[src/rtl/smol_pkg.sv]
// smol_pkg: definitions shared by the smolPC instruction-fetch front end.
//   XLEN             - architectural register / address width
//   INST_BYTES       - bytes per instruction; the sequential PC step
//   PC_STEP          - INST_BYTES widened to XLEN for PC arithmetic
//   DEFAULT_RESET_PC - PC value loaded while reset is asserted
//   fetch_state_t    - fetch request state machine encoding
//   fetch_entry_t    - one buffered instruction word with its PC
package smol_pkg;

  localparam int XLEN       = 32;
  localparam int INST_BYTES = 4;

  localparam logic [XLEN-1:0] PC_STEP          = XLEN'(INST_BYTES);
  localparam logic [XLEN-1:0] DEFAULT_RESET_PC = 32'h0000_0000;

  typedef enum logic [1:0] {
    S_REQ,
    S_WAIT,
    S_DROP
  } fetch_state_t;

  typedef struct packed {
    logic [XLEN-1:0] inst;
    logic [XLEN-1:0] pc;
  } fetch_entry_t;

endpackage

[src/rtl/smol_fetch_fifo.sv]
// smol_fetch_fifo: small synchronous FIFO of fetched instructions.
// Ports:
//   clk, rst   - clock and synchronous active-high reset
//   push       - write push_data at the tail
//   push_data  - entry to be written
//   pop        - drop the head entry (ignored when empty)
//   flush      - discard all entries; wins over push and pop
//   full       - DEPTH entries held
//   empty      - no entries held
//   count      - current occupancy
//   head       - oldest entry (unregistered read of the storage)
module smol_fetch_fifo
  import smol_pkg::*;
#(
  parameter int DEPTH = 2
) (
  input  logic                   clk,
  input  logic                   rst,
  input  logic                   push,
  input  fetch_entry_t           push_data,
  input  logic                   pop,
  input  logic                   flush,
  output logic                   full,
  output logic                   empty,
  output logic [$clog2(DEPTH):0] count,
  output fetch_entry_t           head
);

  localparam int PW = $clog2(DEPTH);
  localparam int CW = PW + 1;

  fetch_entry_t    mem [DEPTH];
  logic [PW-1:0]   rd_ptr;
  logic [PW-1:0]   wr_ptr;
  logic            do_push;
  logic            do_pop;

  assign do_push = push && !flush;
  assign do_pop  = pop && !flush && !empty;

  assign full  = (count == CW'(DEPTH));
  assign empty = (count == '0);
  assign head  = mem[rd_ptr];

  // DEPTH is a power of two, so the pointers wrap naturally. A push into a
  // full FIFO is only ever paired with a pop, which frees the slot it reuses.
  always_ff @(posedge clk) begin
    if (rst || flush) begin
      rd_ptr <= '0;
      wr_ptr <= '0;
      count  <= '0;
    end else begin
      if (do_push) wr_ptr <= wr_ptr + 1'b1;
      if (do_pop)  rd_ptr <= rd_ptr + 1'b1;
      if (do_push && !do_pop)      count <= count + 1'b1;
      else if (do_pop && !do_push) count <= count - 1'b1;
    end
  end

  always_ff @(posedge clk) begin
    if (do_push) mem[wr_ptr] <= push_data;
  end

endmodule

[src/rtl/smol_fetch.sv]
// smol_fetch: instruction-fetch front end for smolPC.
// Reads the registered pc, issues one instruction-memory read at a time,
// buffers returned words with their PCs and hands them to decode.
// Ports:
//   clk, rst                        - clock, synchronous active-high reset
//   pc / next_pc                    - current PC in, PC to load next edge out
//   redirect_valid, redirect_pc     - taken branch/jump and its target
//   imem_req_valid/ready, imem_addr - memory read request handshake
//   imem_rsp_valid, imem_rsp_data   - in-order memory read response
//   inst_valid/ready, inst_data/pc  - buffered instruction towards decode
module smol_fetch
  import smol_pkg::*;
#(
  parameter logic [XLEN-1:0] RESET_PC   = DEFAULT_RESET_PC,
  parameter int              FIFO_DEPTH = 2
) (
  input  logic            clk,
  input  logic            rst,
  input  logic [XLEN-1:0] pc,
  output logic [XLEN-1:0] next_pc,
  input  logic            redirect_valid,
  input  logic [XLEN-1:0] redirect_pc,
  output logic            imem_req_valid,
  input  logic            imem_req_ready,
  output logic [XLEN-1:0] imem_addr,
  input  logic            imem_rsp_valid,
  input  logic [XLEN-1:0] imem_rsp_data,
  output logic            inst_valid,
  input  logic            inst_ready,
  output logic [XLEN-1:0] inst_data,
  output logic [XLEN-1:0] inst_pc
);

  fetch_state_t                  state;
  logic                          drop_flag;
  logic [XLEN-1:0]               req_pc;
  logic                          req_fire;
  logic                          rsp_push;
  logic                          fifo_full;
  logic                          fifo_empty;
  logic [$clog2(FIFO_DEPTH):0]   fifo_count_unused;
  logic                          unused_ok;
  fetch_entry_t                  rsp_entry;
  fetch_entry_t                  fifo_head;

  // drop_flag blocks new requests until a response orphaned by reset has
  // come back, so at most one request is ever in flight.
  assign imem_req_valid = !rst && (state == S_REQ) && !drop_flag &&
                          !fifo_full && !redirect_valid;
  assign req_fire       = imem_req_valid && imem_req_ready;
  assign imem_addr      = pc;

  // Redirect targets are forced to instruction alignment.
  always_comb begin
    if (rst)                 next_pc = RESET_PC;
    else if (redirect_valid) next_pc = {redirect_pc[XLEN-1:2], 2'b00};
    else if (req_fire)       next_pc = pc + PC_STEP;
    else                     next_pc = pc;
  end

  // A response that coincides with a redirect belongs to the old path.
  assign rsp_push  = !rst && (state == S_WAIT) && imem_rsp_valid && !redirect_valid;
  assign rsp_entry = '{inst: imem_rsp_data, pc: req_pc};

  // On reset the outstanding request is forgotten, but its response may
  // still arrive later; remember to swallow it unless it lands right now.
  always_ff @(posedge clk) begin
    if (rst) begin
      state     <= S_REQ;
      drop_flag <= ((state != S_REQ) || drop_flag) && !imem_rsp_valid;
      req_pc    <= '0;
    end else begin
      case (state)
        S_REQ: begin
          if (drop_flag && imem_rsp_valid) drop_flag <= 1'b0;
          if (req_fire) begin
            req_pc <= pc;
            state  <= S_WAIT;
          end
        end
        S_WAIT: begin
          if (imem_rsp_valid)      state <= S_REQ;
          else if (redirect_valid) state <= S_DROP;
        end
        S_DROP: begin
          if (imem_rsp_valid) state <= S_REQ;
        end
        default: state <= S_REQ;
      endcase
    end
  end

  smol_fetch_fifo #(
    .DEPTH (FIFO_DEPTH)
  ) u_fifo (
    .clk       (clk),
    .rst       (rst),
    .push      (rsp_push),
    .push_data (rsp_entry),
    .pop       (inst_valid && inst_ready),
    .flush     (redirect_valid),
    .full      (fifo_full),
    .empty     (fifo_empty),
    .count     (fifo_count_unused),
    .head      (fifo_head)
  );

  assign inst_valid = !rst && !fifo_empty;
  assign inst_data  = rst ? '0 : fifo_head.inst;
  assign inst_pc    = rst ? '0 : fifo_head.pc;

  assign unused_ok = ^{redirect_pc[1:0], fifo_count_unused};

endmodule

[config.mk]
export PLATFORM = sky130hd
export DESIGN_NAME = smol_fetch
export DESIGN_NICKNAME = d
export VERILOG_FILES = /design/src/rtl/smol_pkg.sv /design/src/rtl/smol_fetch_fifo.sv /design/src/rtl/smol_fetch.sv
export SDC_FILE = /design/constraint.sdc
export NUM_CORES = 1
export LEC_CHECK = 0
export ABC_CLOCK_PERIOD_IN_PS = 4600
export CAP_MARGIN = 30
export CORE_ASPECT_RATIO = 1.2
export CORE_MARGIN = 4
export CORE_UTILIZATION = 40
export DETAILED_ROUTE_END_ITERATION = 8
export PLACE_DENSITY = 0.82
export SETUP_SLACK_MARGIN = 0.1
export SLEW_MARGIN = 20
export SYNTH_ARGS = -nofsm -noshare
export SYNTH_HDL_FRONTEND = slang
export SYNTH_SLANG_ARGS = --single-unit
[constraint.sdc]
create_clock -name clk -period 4.6 [get_ports clk]
set_input_delay 0.92 -clock clk [delete_from_list [all_inputs] [get_ports clk]]
set_output_delay 0.92 -clock clk [all_outputs]
set_load 0.1 [all_outputs]
Fig. 1: run 1, met1 routing
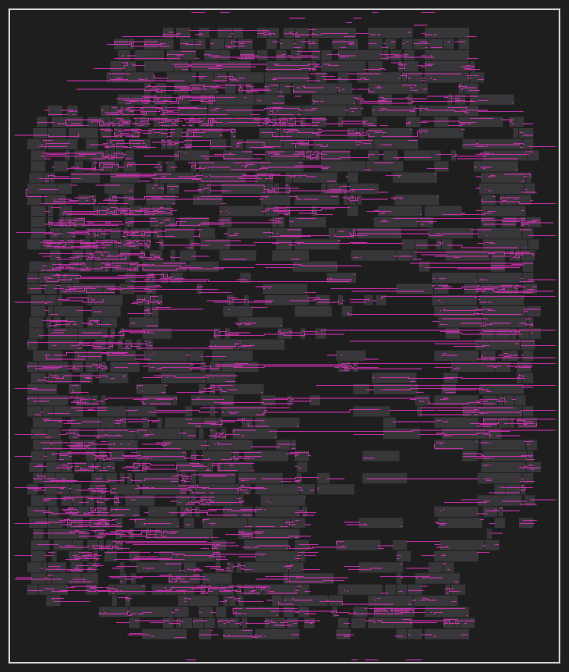
share of all routed wire: 40%
nets with wire on the layer: 869

Fig. 2: run 1, signal wires on met2
The bar under the picture is 50 µm long.
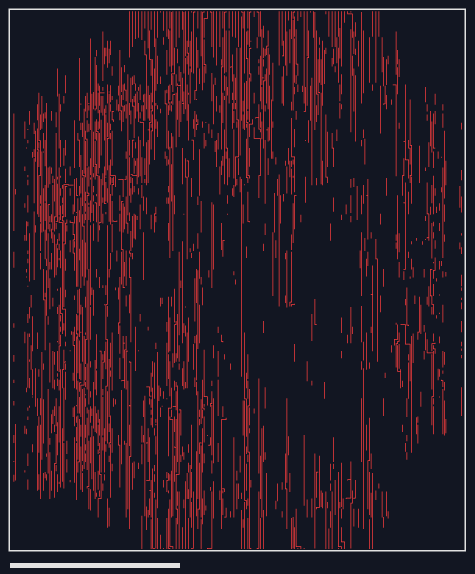
nets with wire on the layer: 830
main direction: vertical

Fig. 3: run 1, the metal 3 layer
The bar under the picture is 50 µm long.
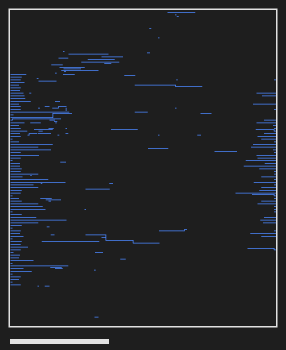
wire length on this layer: 1380 µm
share of all routed wire: 6.7%

run 1: cell families after synthesis:
kind of cell	Yosys count	synth area share, %
AND/OR/NAND/NOR	245	14.42
adder cells (fa/ha/maj)	2	0.3281
XOR/XNOR	28	3.216
buffers and inverters	85	5.890
flip-flops	168	61.03
AND-OR/OR-AND	84	6.448
multiplexers	66	8.663
run 1: power by group:
| group | switching [mW] | total, mW | internal (mW) | leakage (nW) |
|---|---|---|---|---|
| logic | 0.585 | 0.839 | 0.254 | 2.18 |
| registers | 0.00699 | 1.64 | 1.64 | 1.40 |
| clock network | 0.597 | 1.36 | 0.758 | 0.277 |
==> summary.json, run 1 <==
{
  "result_of_the_run": {"value": "completed"},
  "detail_route.wirelength": {"value": 20600, "unit": "µm"},
  "synth_cells": {"value": 678},
  "gr-usage-met2": {"value": 32.67, "unit": "%"},
  "worst_case_headroom_to_the_max_slew_limit": {"value": 53.60, "unit": "%"},
  "mappedNetlistNets": {"value": 782},
  "final_core_utilization": {"value": 59.17, "unit": "%"},
  "met3_length": {"value": 1382, "unit": "µm"},
  "avgRoutedWirePerCell": {"value": 17.71, "unit": "µm"},
  "most_used_cell_along_the_critical_path": {"value": "sky130_fd_sc_hd__or4_4"},
  "fin_worst_hold_slack": {"value": 0.4523, "unit": "ns"},
  "die-width": {"value": 134.0, "unit": "µm"},
  "clock_sink_count": {"value": 168},
  "combAreaFraction": {"value": 25.01, "unit": "%"},
  "highest-signal-layer": {"value": "met4"},
  "setup.worst_path.start_class": {"value": "primary input"},
  "clkCellAreaFrac": {"value": 5.077, "unit": "%"},
  "timing.setup.critical_path_class": {"value": "in2out"},
  "fin_skew": {"value": 0.008730, "unit": "ns"},
  "timing.critical_path.buf_inv": {"value": 2},
  "layout_top_cell_excl_fill_tap": {"value": "sky130_fd_sc_hd__buf_4"},
  "sh_seq_area": {"value": 41.91, "unit": "%"},
  "timing.rr.end": {"value": "u_fifo.count[1]"},
  "initial_core_util": {"value": 40.59, "unit": "%"},
  "buf_share": {"value": 24.75, "unit": "%"},
  "finalSetupViolations": {"value": 0},
  "hold-path-cell-count": {"value": 0},
  "worst_case_setup_margin_in_the_final_layout": {"value": 0.1577, "unit": "ns"},
  "final-seq-area": {"value": 4658, "unit": "µm²"},
  "top_level_ports": {"value": 232},
  "min_period_over_period": {"value": 96.57, "unit": "%"},
  "slew_viol_final": {"value": 0},
  "crit_path_max_fanout": {"value": 2},
  "synth_cell_area": {"value": 7626, "unit": "µm²"},
  "grtUsageTotal": {"value": 18.96, "unit": "%"},
  "preCtsSetupSlack": {"value": -0.001979, "unit": "ns"},
  "final-instance-count-excl-fill": {"value": 1163},
  "chipHeight": {"value": 159.3, "unit": "µm"},
  "clk_latency": {"value": 0.43, "unit": "ns"},
  "synth.top_cells.by_count": {"value": "sky130_fd_sc_hd__edfxtp_1 (129), sky130_fd_sc_hd__nor2_1 (94), sky130_fd_sc_hd__nand2_1 (82)"},
  "grt_pass1_vias": {"value": 6129},
  "drtIter0Drc": {"value": 242},
  "synthDominantCellAreaShare": {"value": 50.80, "unit": "%"},
  "syn-mean-instance-area": {"value": 11.25, "unit": "µm²"},
  "finalNetCount": {"value": 998},
  "nFlopsAndLatches": {"value": 168},
  "critPathTopFamily": {"value": "simple AND/OR/NAND/NOR gates"},
  "antenna_found_initial": {"value": 0},
  "yosys.stat.chipArea": {"value": 7626, "unit": "µm²"},
  "root_buffer": {"value": "sky130_fd_sc_hd__clkbuf_16"},
  "endpoint_kind": {"value": "output port"},
  "nWellTaps": {"value": 256},
  "cts-buffers-inserted": {"value": 17},
  "lay_top_cells": {"value": "sky130_fd_sc_hd__buf_4 (136), sky130_fd_sc_hd__edfxtp_1 (129), sky130_fd_sc_hd__nor2_1 (92)"},
  "postSynthRegisterBits": {"value": 168},
  "drt_first_pass_iters": {"value": 4},
  "post_cts_buffers": {"value": 1},
  "ff2ff_path_depth": {"value": 6},
  "grt.met1_usage": {"value": 22.00, "unit": "%"},
  "core-area": {"value": 18790, "unit": "µm²"},
  "reg2reg_from": {"value": "state[1]"},
  "full_die_area": {"value": 21350, "unit": "µm²"},
  "fin_crit": {"value": 4.442, "unit": "ns"},
  "nFillCells": {"value": 1532},
  "grt_max_degree": {"value": 77},
  "min_from": {"value": "req_pc[28]"},
  "warnings": {"value": 29},
  "cp-startpoint": {"value": "pc[15]"},
  "cell_breakdown_of_the_critical_path": {"value": "clkdlybuf4s50_1, nand4_1, or4_4, or4_4, or3_4, a311oi_4, buf_12"},
  "hold_buffers": {"value": 0},
  "post_cts_resized": {"value": 6},
  "worst_reg2reg_setup_slack": {"value": 2.74, "unit": "ns"},
  "crit_path_end": {"value": "next_pc[23]"},
  "power.total": {"value": 3.838, "unit": "mW"},
  "globalRouteOverflowTotal": {"value": 0},
  "layout-drive-gt1-share": {"value": 27.01, "unit": "%"},
  "clockBufferCount": {"value": 18},
  "synth_dominant_cell_count": {"value": "sky130_fd_sc_hd__edfxtp_1"},
  "ir_drop": {"value": 0.2372, "unit": "mV"},
  "number_of_buffers_on_the_longest_clock_path": {"value": 2},
  "finalInstanceArea": {"value": 11120, "unit": "µm²"},
  "grtUsageMet3": {"value": 4.614, "unit": "%"},
  "met2WireLength": {"value": 10310, "unit": "µm"},
  "tightestPinTransition": {"value": 0.6959, "unit": "ns"},
  "critical_path_cell_count": {"value": 7},
  "synth_flop_type": {"value": "sky130_fd_sc_hd__edfxtp_1"},
  "multi_input_comb_cells": {"value": 425},
  "n_all_inverters": {"value": 11}
}
Fig. 4: run 1, the metal 4 layer
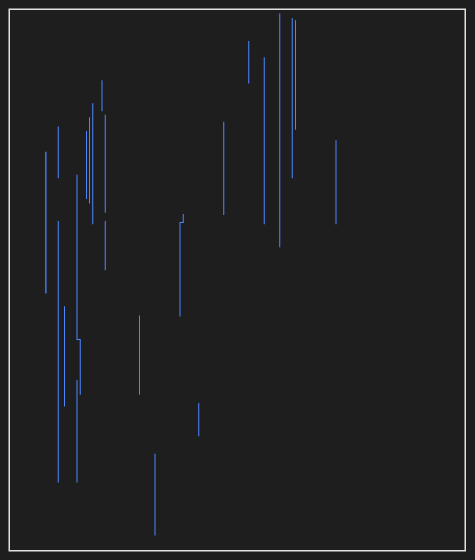

--- run 2 (diff from run 1) ---
CORE_MARGIN = 1   (was 4)
Fig. 5: run 2, the metal 4 layer
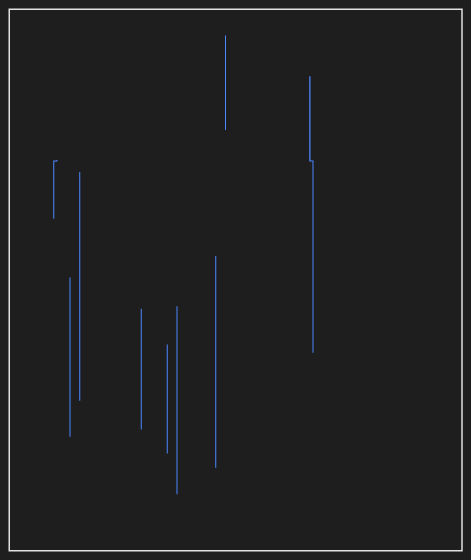
share of all routed wire: 2.0%
main direction: vertical
wire length on this layer: 410 µm

Fig. 6: run 2, met1 routing
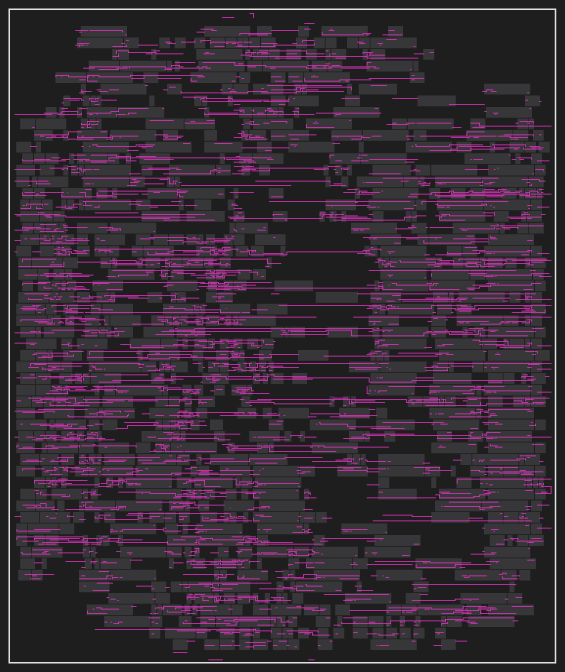
wire length on this layer: 8140 µm
share of all routed wire: 40%
nets with wire on the layer: 878
main direction: horizontal
longest straight run: 46.5 µm

Fig. 7: run 2, clock wiring as the flow saved it
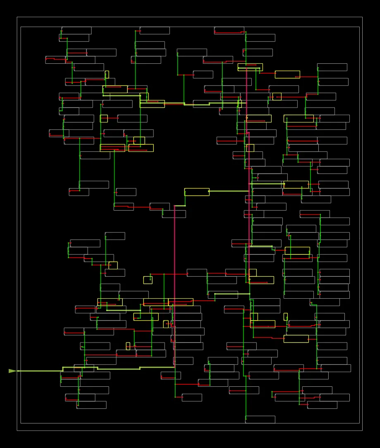
final clock skew: 0.007651 ns
number of buffers created by CTS: 17
clk latency late pin: 0.42 ns
tally of clock buffers in the finished layout: 18

==> run 2 against run 1 <==
  * Global-route usage up 2.0 points
  * First-iteration DRC count is 11% higher
  * Fmax grew 1.1%
  * Sequential share of layout area is 0.071 points higher
  * Sequential power about the same
  * Total power down 1.2%
  * Sequential cell count did not move
  * Final area shrank 0.17%
  * Critical path type unchanged
  * Count of clock-buffer cells in the layout unchanged
  * Worst hold slack gained 0.0012 ns
  * Area after synthesis unchanged
==> summary.json, run 2 <==
{
  "result_of_the_run": {"value": "completed"},
  "ys_top_logic_family": {"value": "simple AND/OR/NAND/NOR gates"},
  "post_cts_buffers": {"value": 0, "change": "-1"},
  "cell_breakdown_of_the_critical_path": {"value": "clkdlybuf4s50_1, nand2_1, or4_4, or4_4, or3_4, a311oi_4, clkbuf_16"},
  "fin_crit": {"value": 4.393, "unit": "ns", "change": "-0.04898 ns"},
  "clock_sink_count": {"value": 168, "change": "unchanged"},
  "fin_worst_hold_slack": {"value": 0.4534, "unit": "ns", "change": "+0.001151 ns"},
  "grt_pass1_vias": {"value": 5833, "change": "-4.8%"},
  "sw_frac_of_total": {"value": 30.58, "unit": "%", "change": "-0.41 points"},
  "chipHeight": {"value": 153.3, "unit": "µm", "change": "-3.8%"},
  "timing.critical_path.buf_inv": {"value": 2, "change": "unchanged"},
  "tightestPinTransition": {"value": 0.9105, "unit": "ns", "change": "+0.2146 ns"},
  "layout-drive-gt1-share": {"value": 27.09, "unit": "%", "change": "+0.080 points"},
  "met3_length": {"value": 1560, "unit": "µm", "change": "+13%"},
  "antenna_found_initial": {"value": 1, "change": "+1"},
  "met2WireLength": {"value": 10240, "unit": "µm", "change": "-0.65%"},
  "timing.setup.critical_path_class": {"value": "in2out"},
  "synth_cell_area": {"value": 7626, "unit": "µm²", "change": "unchanged"},
  "final-seq-area": {"value": 4658, "unit": "µm²", "change": "unchanged"},
  "syn-mean-instance-area": {"value": 11.25, "unit": "µm²", "change": "unchanged"},
  "critical_path_cell_count": {"value": 7, "change": "unchanged"},
  "hp-class": {"value": "reg2reg"},
  "critPathTopFamily": {"value": "simple AND/OR/NAND/NOR gates"},
  "synthDominantCellAreaShare": {"value": 50.80, "unit": "%", "change": "unchanged"},
  "yosys.stat.chipArea": {"value": 7626, "unit": "µm²", "change": "unchanged"},
  "min_period_over_period": {"value": 95.51, "unit": "%", "change": "-1.1 points"},
  "synth.mux.area_fraction": {"value": 8.663, "unit": "%", "change": "unchanged"},
  "root_buffer": {"value": "sky130_fd_sc_hd__clkbuf_16"},
  "pg_seq": {"value": 1.64, "unit": "mW", "change": "about the same"},
  "postSynthRegisterBits": {"value": 168, "change": "unchanged"},
  "ys_sh_xor": {"value": 3.216, "unit": "%", "change": "unchanged"},
  "setup.worst_path.start_class": {"value": "primary input"},
  "largestPowerGroup": {"value": "sequential cells"},
  "top_level_ports": {"value": 232, "change": "unchanged"},
  "full_die_area": {"value": 19620, "unit": "µm²", "change": "-8.1%"},
  "worst_case_setup_margin_in_the_final_layout": {"value": 0.2067, "unit": "ns", "change": "+0.04898 ns"},
  "hold-path-cell-count": {"value": 0, "change": "unchanged"},
  "most_used_cell_along_the_critical_path": {"value": "sky130_fd_sc_hd__or4_4"},
  "layout_top_cell_excl_fill_tap": {"value": "sky130_fd_sc_hd__buf_4"},
  "avgRoutedWirePerCell": {"value": 17.53, "unit": "µm", "change": "-1.0%"},
  "cp-startpoint": {"value": "pc[5]"},
  "synthAoiAreaFrac": {"value": 6.448, "unit": "%", "change": "unchanged"},
  "crit_path_end": {"value": "next_pc[23]"},
  "ir_drop": {"value": 0.2596, "unit": "mV", "change": "+9.4%"},
  "worst_reg2reg_setup_slack": {"value": 2.51, "unit": "ns", "change": "-0.23 ns"},
  "min_from": {"value": "req_pc[7]"},
  "drt_first_pass_iters": {"value": 5, "change": "+1"},
  "detail_route.wirelength": {"value": 20350, "unit": "µm", "change": "-1.2%"},
  "finalNetCount": {"value": 999, "change": "+0.10%"},
  "grtUsageTotal": {"value": 21.00, "unit": "%", "change": "+2.0 points"},
  "globalRouteOverflowTotal": {"value": 0, "change": "unchanged"},
  "post_cts_resized": {"value": 4, "change": "-2"},
  "antenna_violating_nets_post_route": {"value": 0},
  "lay_top_cells": {"value": "sky130_fd_sc_hd__buf_4 (140), sky130_fd_sc_hd__edfxtp_1 (129), sky130_fd_sc_hd__nor2_1 (92)"},
  "mappedNetlistNets": {"value": 782, "change": "unchanged"},
  "combPwrFrac": {"value": 21.9, "unit": "%", "change": "about the same"},
  "drtIter0Drc": {"value": 269, "change": "+11%"},
  "endpoint_kind": {"value": "output port"},
  "highest-signal-layer": {"value": "met4"},
  "synth.cellmix.adderShare": {"value": 0.3281, "unit": "%", "change": "unchanged"},
  "power_combinational": {"value": 0.832, "unit": "mW", "change": "-0.8%"},
  "synth.top_cells.by_count": {"value": "sky130_fd_sc_hd__edfxtp_1 (129), sky130_fd_sc_hd__nor2_1 (94), sky130_fd_sc_hd__nand2_1 (82)"},
  "gr-usage-met2": {"value": 36.02, "unit": "%", "change": "+3.4 points"},
  "slew_viol_final": {"value": 0, "change": "unchanged"},
  "grt_max_degree": {"value": 79, "change": "+2.6%"},
  "reg2reg_from": {"value": "state[1]"},
  "power.share.sequential": {"value": 43.3, "unit": "%", "change": "+0.5 points"},
  "grtUsageMet3": {"value": 8.085, "unit": "%", "change": "+3.5 points"},
  "nFillCells": {"value": 1516, "change": "-1.0%"},
  "timing.rr.end": {"value": "u_fifo.mem[1][46]"},
  "crit_path_max_fanout": {"value": 4, "change": "+2"},
  "worstPathArrival": {"value": 3.47, "unit": "ns"},
  "synth_flop_type": {"value": "sky130_fd_sc_hd__edfxtp_1"},
  "p_int": {"value": 2.633, "unit": "mW", "change": "-0.58%"},
  "worst_case_headroom_to_the_max_slew_limit": {"value": 39.30, "unit": "%", "change": "-14 points"}
}
## run 2: cell types whose count changed in the layout (fill, tap and decap cells not counted), sizes merged
cell	delta
clkbuf	+1
clkdlybuf4s50	-7
clkinvlp	+3
diode	+1
dlymetal6s2s	+7
inv	-3
## run 2: layout make-up
cell class | instances | share of cell area, %
multi-input combinational | 425 | 25.09
sequential | 168 | 41.98
timing repair buffer | 272 | 24.73
antenna | 1 | 0.02255
tap | 252 | 2.841
inverter | 11 | 0.3721
clock buffer | 18 | 3.867
clock inverter | 14 | 1.105
## run 2: metrics by stage
step / instance area [µm²] / util [%] / cells
finish: 11100 / 60.16 / 1161
global route: 11090 / 60.15 / 1160
CTS: 11030 / 59.79 / 1159
detailed placement: 10470 / 56.78 / 1127
global placement: 10450 / 56.63 / 1126
floorplan: 7846 / - / 678
Fig. 8: run 2, signal wires on met2
The bar under the picture is 50 µm long.
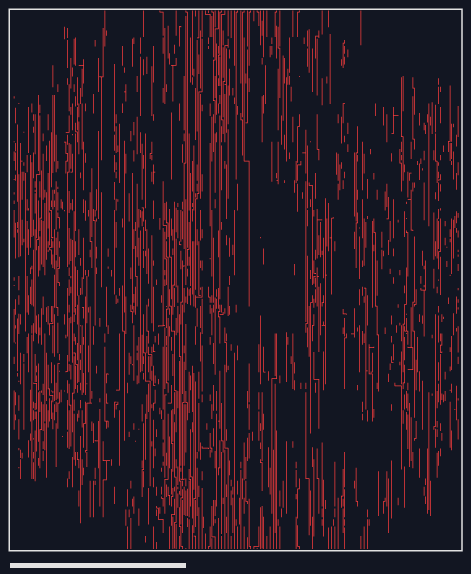

--- run 3 (diff from run 2) ---
CTS_BUF_LIST = sky130_fd_sc_hd__clkbuf_16   (was default)
Fig. 9: run 3, signal wires on met2
The bar under the picture is 50 µm long.
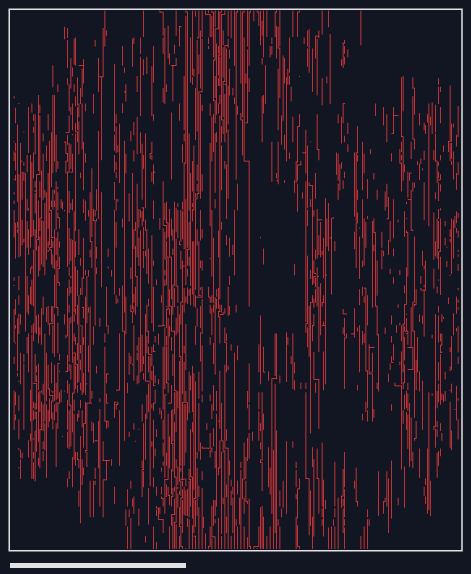
drt total wl: 20350 µm
met2 Track Usage GR: 36.02%

Fig. 10: run 3, clock wiring as the flow saved it
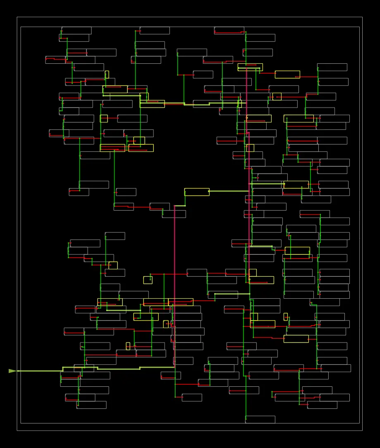
power in the clock group: 1.32 mW
FF+latch count: 168
tally of clock buffers in the finished layout: 17
CTS Sinks: 168

Fig. 11: run 3, met1 routing
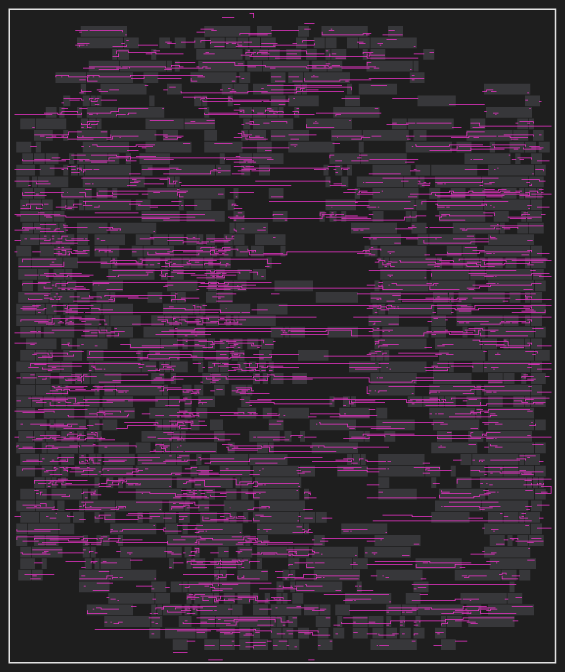
longest straight run: 46.5 µm
main direction: horizontal

==> run 3 against run 2 <==
  * Via count did not move
  * Critical path type unchanged
  * Combinational power barely moved
  * Register-to-register slack barely moved
==> summary.json, run 3 <==
{
  "setup.worst_path.start_class": {"value": "primary input"},
  "finalSetupViolations": {"value": 0},
  "placedCellCount": {"value": 1127, "change": "unchanged"},
  "grt_pass1_vias": {"value": 5833, "change": "unchanged"},
  "finalInstanceArea": {"value": 11100, "unit": "µm²", "change": "unchanged"},
  "warnings": {"value": 29},
  "layout-drive-gt1-share": {"value": 27.09, "unit": "%", "change": "unchanged"},
  "avgRoutedWirePerCell": {"value": 17.53, "unit": "µm", "change": "unchanged"},
  "enable_flop_cells": {"value": 129},
  "syn-mean-instance-area": {"value": 11.25, "unit": "µm²", "change": "unchanged"},
  "synthAoiAreaFrac": {"value": 6.448, "unit": "%", "change": "unchanged"},
  "finalNetCount": {"value": 999, "change": "unchanged"},
  "chipHeight": {"value": 153.3, "unit": "µm", "change": "unchanged"},
  "tightestPinTransition": {"value": 0.9105, "unit": "ns", "change": "unchanged"},
  "synth_dominant_cell_count": {"value": "sky130_fd_sc_hd__edfxtp_1"},
  "nFillCells": {"value": 1516, "change": "unchanged"},
  "power.share.sequential": {"value": 43.4, "unit": "%", "change": "about the same"},
  "root_buffer": {"value": "sky130_fd_sc_hd__clkbuf_16"},
  "postSynthRegisterBits": {"value": 168, "change": "unchanged"},
  "fin_skew": {"value": 0.007651, "unit": "ns", "change": "unchanged"},
  "synth_flop_type": {"value": "sky130_fd_sc_hd__edfxtp_1"},
  "reg2reg_from": {"value": "state[1]"},
  "final_core_utilization": {"value": 60.16, "unit": "%", "change": "unchanged"},
  "synthDominantCellAreaShare": {"value": 50.80, "unit": "%", "change": "unchanged"},
  "layout_top_cell_excl_fill_tap": {"value": "sky130_fd_sc_hd__buf_4"},
  "cp-startpoint": {"value": "pc[5]"},
  "top_level_ports": {"value": 232, "change": "unchanged"},
  "fin_worst_hold_slack": {"value": 0.4534, "unit": "ns", "change": "unchanged"},
  "placedInstanceArea": {"value": 10470, "unit": "µm²", "change": "unchanged"},
  "sw_frac_of_total": {"value": 30.60, "unit": "%", "change": "about the same"},
  "hp-class": {"value": "reg2reg"},
  "port_buffer_cells": {"value": 229},
  "critPathTopFamily": {"value": "simple AND/OR/NAND/NOR gates"},
  "combPwrFrac": {"value": 21.9, "unit": "%", "change": "about the same"},
  "ys_sh_xor": {"value": 3.216, "unit": "%", "change": "unchanged"},
  "final-instance-count-excl-fill": {"value": 1161, "change": "unchanged"},
  "critical_path_cell_count": {"value": 7, "change": "unchanged"},
  "drtIter0Drc": {"value": 269, "change": "unchanged"},
  "synth.mux.area_fraction": {"value": 8.663, "unit": "%", "change": "unchanged"},
  "worst_case_headroom_to_the_max_slew_limit": {"value": 39.30, "unit": "%", "change": "unchanged"},
  "final_hold_viol_count": {"value": 0},
  "post_drt_via_cell_ratio": {"value": 5.014},
  "grtUsageTotal": {"value": 21.00, "unit": "%", "change": "unchanged"},
  "cap_violations": {"value": 0},
  "worstPathArrival": {"value": 3.47, "unit": "ns", "change": "about the same"},
  "antenna_found_initial": {"value": 1, "change": "unchanged"},
  "worst_case_setup_margin_in_the_final_layout": {"value": 0.2067, "unit": "ns", "change": "unchanged"},
  "yosys.stat.chipArea": {"value": 7626, "unit": "µm²", "change": "unchanged"},
  "fin_crit": {"value": 4.393, "unit": "ns", "change": "unchanged"},
  "crit_path_end": {"value": "next_pc[23]"},
  "slew_viol_final": {"value": 0, "change": "unchanged"},
  "full_die_area": {"value": 19620, "unit": "µm²", "change": "unchanged"},
  "most_used_cell_along_the_critical_path": {"value": "sky130_fd_sc_hd__or4_4"},
  "power_combinational": {"value": 0.832, "unit": "mW", "change": "about the same"},
  "synth.top_cells.by_count": {"value": "sky130_fd_sc_hd__edfxtp_1 (129), sky130_fd_sc_hd__nor2_1 (94), sky130_fd_sc_hd__nand2_1 (82)"},
  "globalRouteOverflowTotal": {"value": 0, "change": "unchanged"},
  "antenna_violating_nets_post_route": {"value": 0, "change": "unchanged"},
  "result_of_the_run": {"value": "completed"},
  "cell_breakdown_of_the_critical_path": {"value": "clkdlybuf4s50_1, nand2_1, or4_4, or4_4, or3_4, a311oi_4, clkbuf_16"},
  "ir_drop": {"value": 0.2596, "unit": "mV", "change": "unchanged"},
  "timing.setup.critical_path_class": {"value": "in2out"},
  "final-seq-area": {"value": 4658, "unit": "µm²", "change": "unchanged"},
  "lay_top_cells": {"value": "sky130_fd_sc_hd__buf_4 (140), sky130_fd_sc_hd__edfxtp_1 (129), sky130_fd_sc_hd__nor2_1 (92)"},
  "layout-area-overhead-vs-synth": {"value": 45.51, "unit": "%"},
  "min_from": {"value": "req_pc[7]"},
  "timing.critical_path.buf_inv": {"value": 2, "change": "unchanged"},
  "cts-buffers-inserted": {"value": 17, "change": "unchanged"},
  "worst_reg2reg_setup_slack": {"value": 2.51, "unit": "ns", "change": "about the same"},
  "p_int": {"value": 2.631, "unit": "mW", "change": "about the same"},
  "clk_latency": {"value": 0.42, "unit": "ns", "change": "about the same"},
  "crit_path_max_fanout": {"value": 4, "change": "unchanged"},
  "cts.htree.levels": {"value": 4},
  "synth_cell_area": {"value": 7626, "unit": "µm²", "change": "unchanged"},
  "pg_seq": {"value": 1.64, "unit": "mW", "change": "about the same"},
  "largestPowerGroup": {"value": "sequential cells"},
  "endpoint_kind": {"value": "output port"},
  "hold-path-cell-count": {"value": 0, "change": "unchanged"},
  "ys_top_logic_family": {"value": "simple AND/OR/NAND/NOR gates"},
  "timing.rr.end": {"value": "u_fifo.mem[1][46]"},
  "drt_first_pass_iters": {"value": 5, "change": "unchanged"},
  "synth.cellmix.adderShare": {"value": 0.3281, "unit": "%", "change": "unchanged"},
  "mappedNetlistNets": {"value": 782, "change": "unchanged"},
  "grt_max_degree": {"value": 79, "change": "unchanged"},
  "min_period_over_period": {"value": 95.51, "unit": "%", "change": "unchanged"}
}
[run 3: routing by layer]
| layer | vias to the layer above | wire length, µm | global-route usage [%] |
|---|---|---|---|
| met5 | - | 0 | 0 |
| met4 | 0 | 409 | 7.843 |
| met3 | 26 | 1560 | 8.085 |
| met2 | 203 | 10240 | 36.02 |
| met1 | 2781 | 8141 | 23.39 |
| li1 | 2811 | - | - |
[run 3: repair_timing]
item	in CTS	in global routing
resized	4	17
pin swaps	6	6
setup buffers	0	1
setup endpoints to repair	1	1
[run 3: final cells by class]
class	count	area share (%)
clock inverters	15	1.139
multi-input cells	425	25.09
repair buffers	272	24.73
inverters	11	0.3721
well taps	252	2.841
flip-flops and latches	168	41.98
clock buffers	17	3.834
diodes	1	0.02255
Power is estimated from default activity; no workload was simulated.
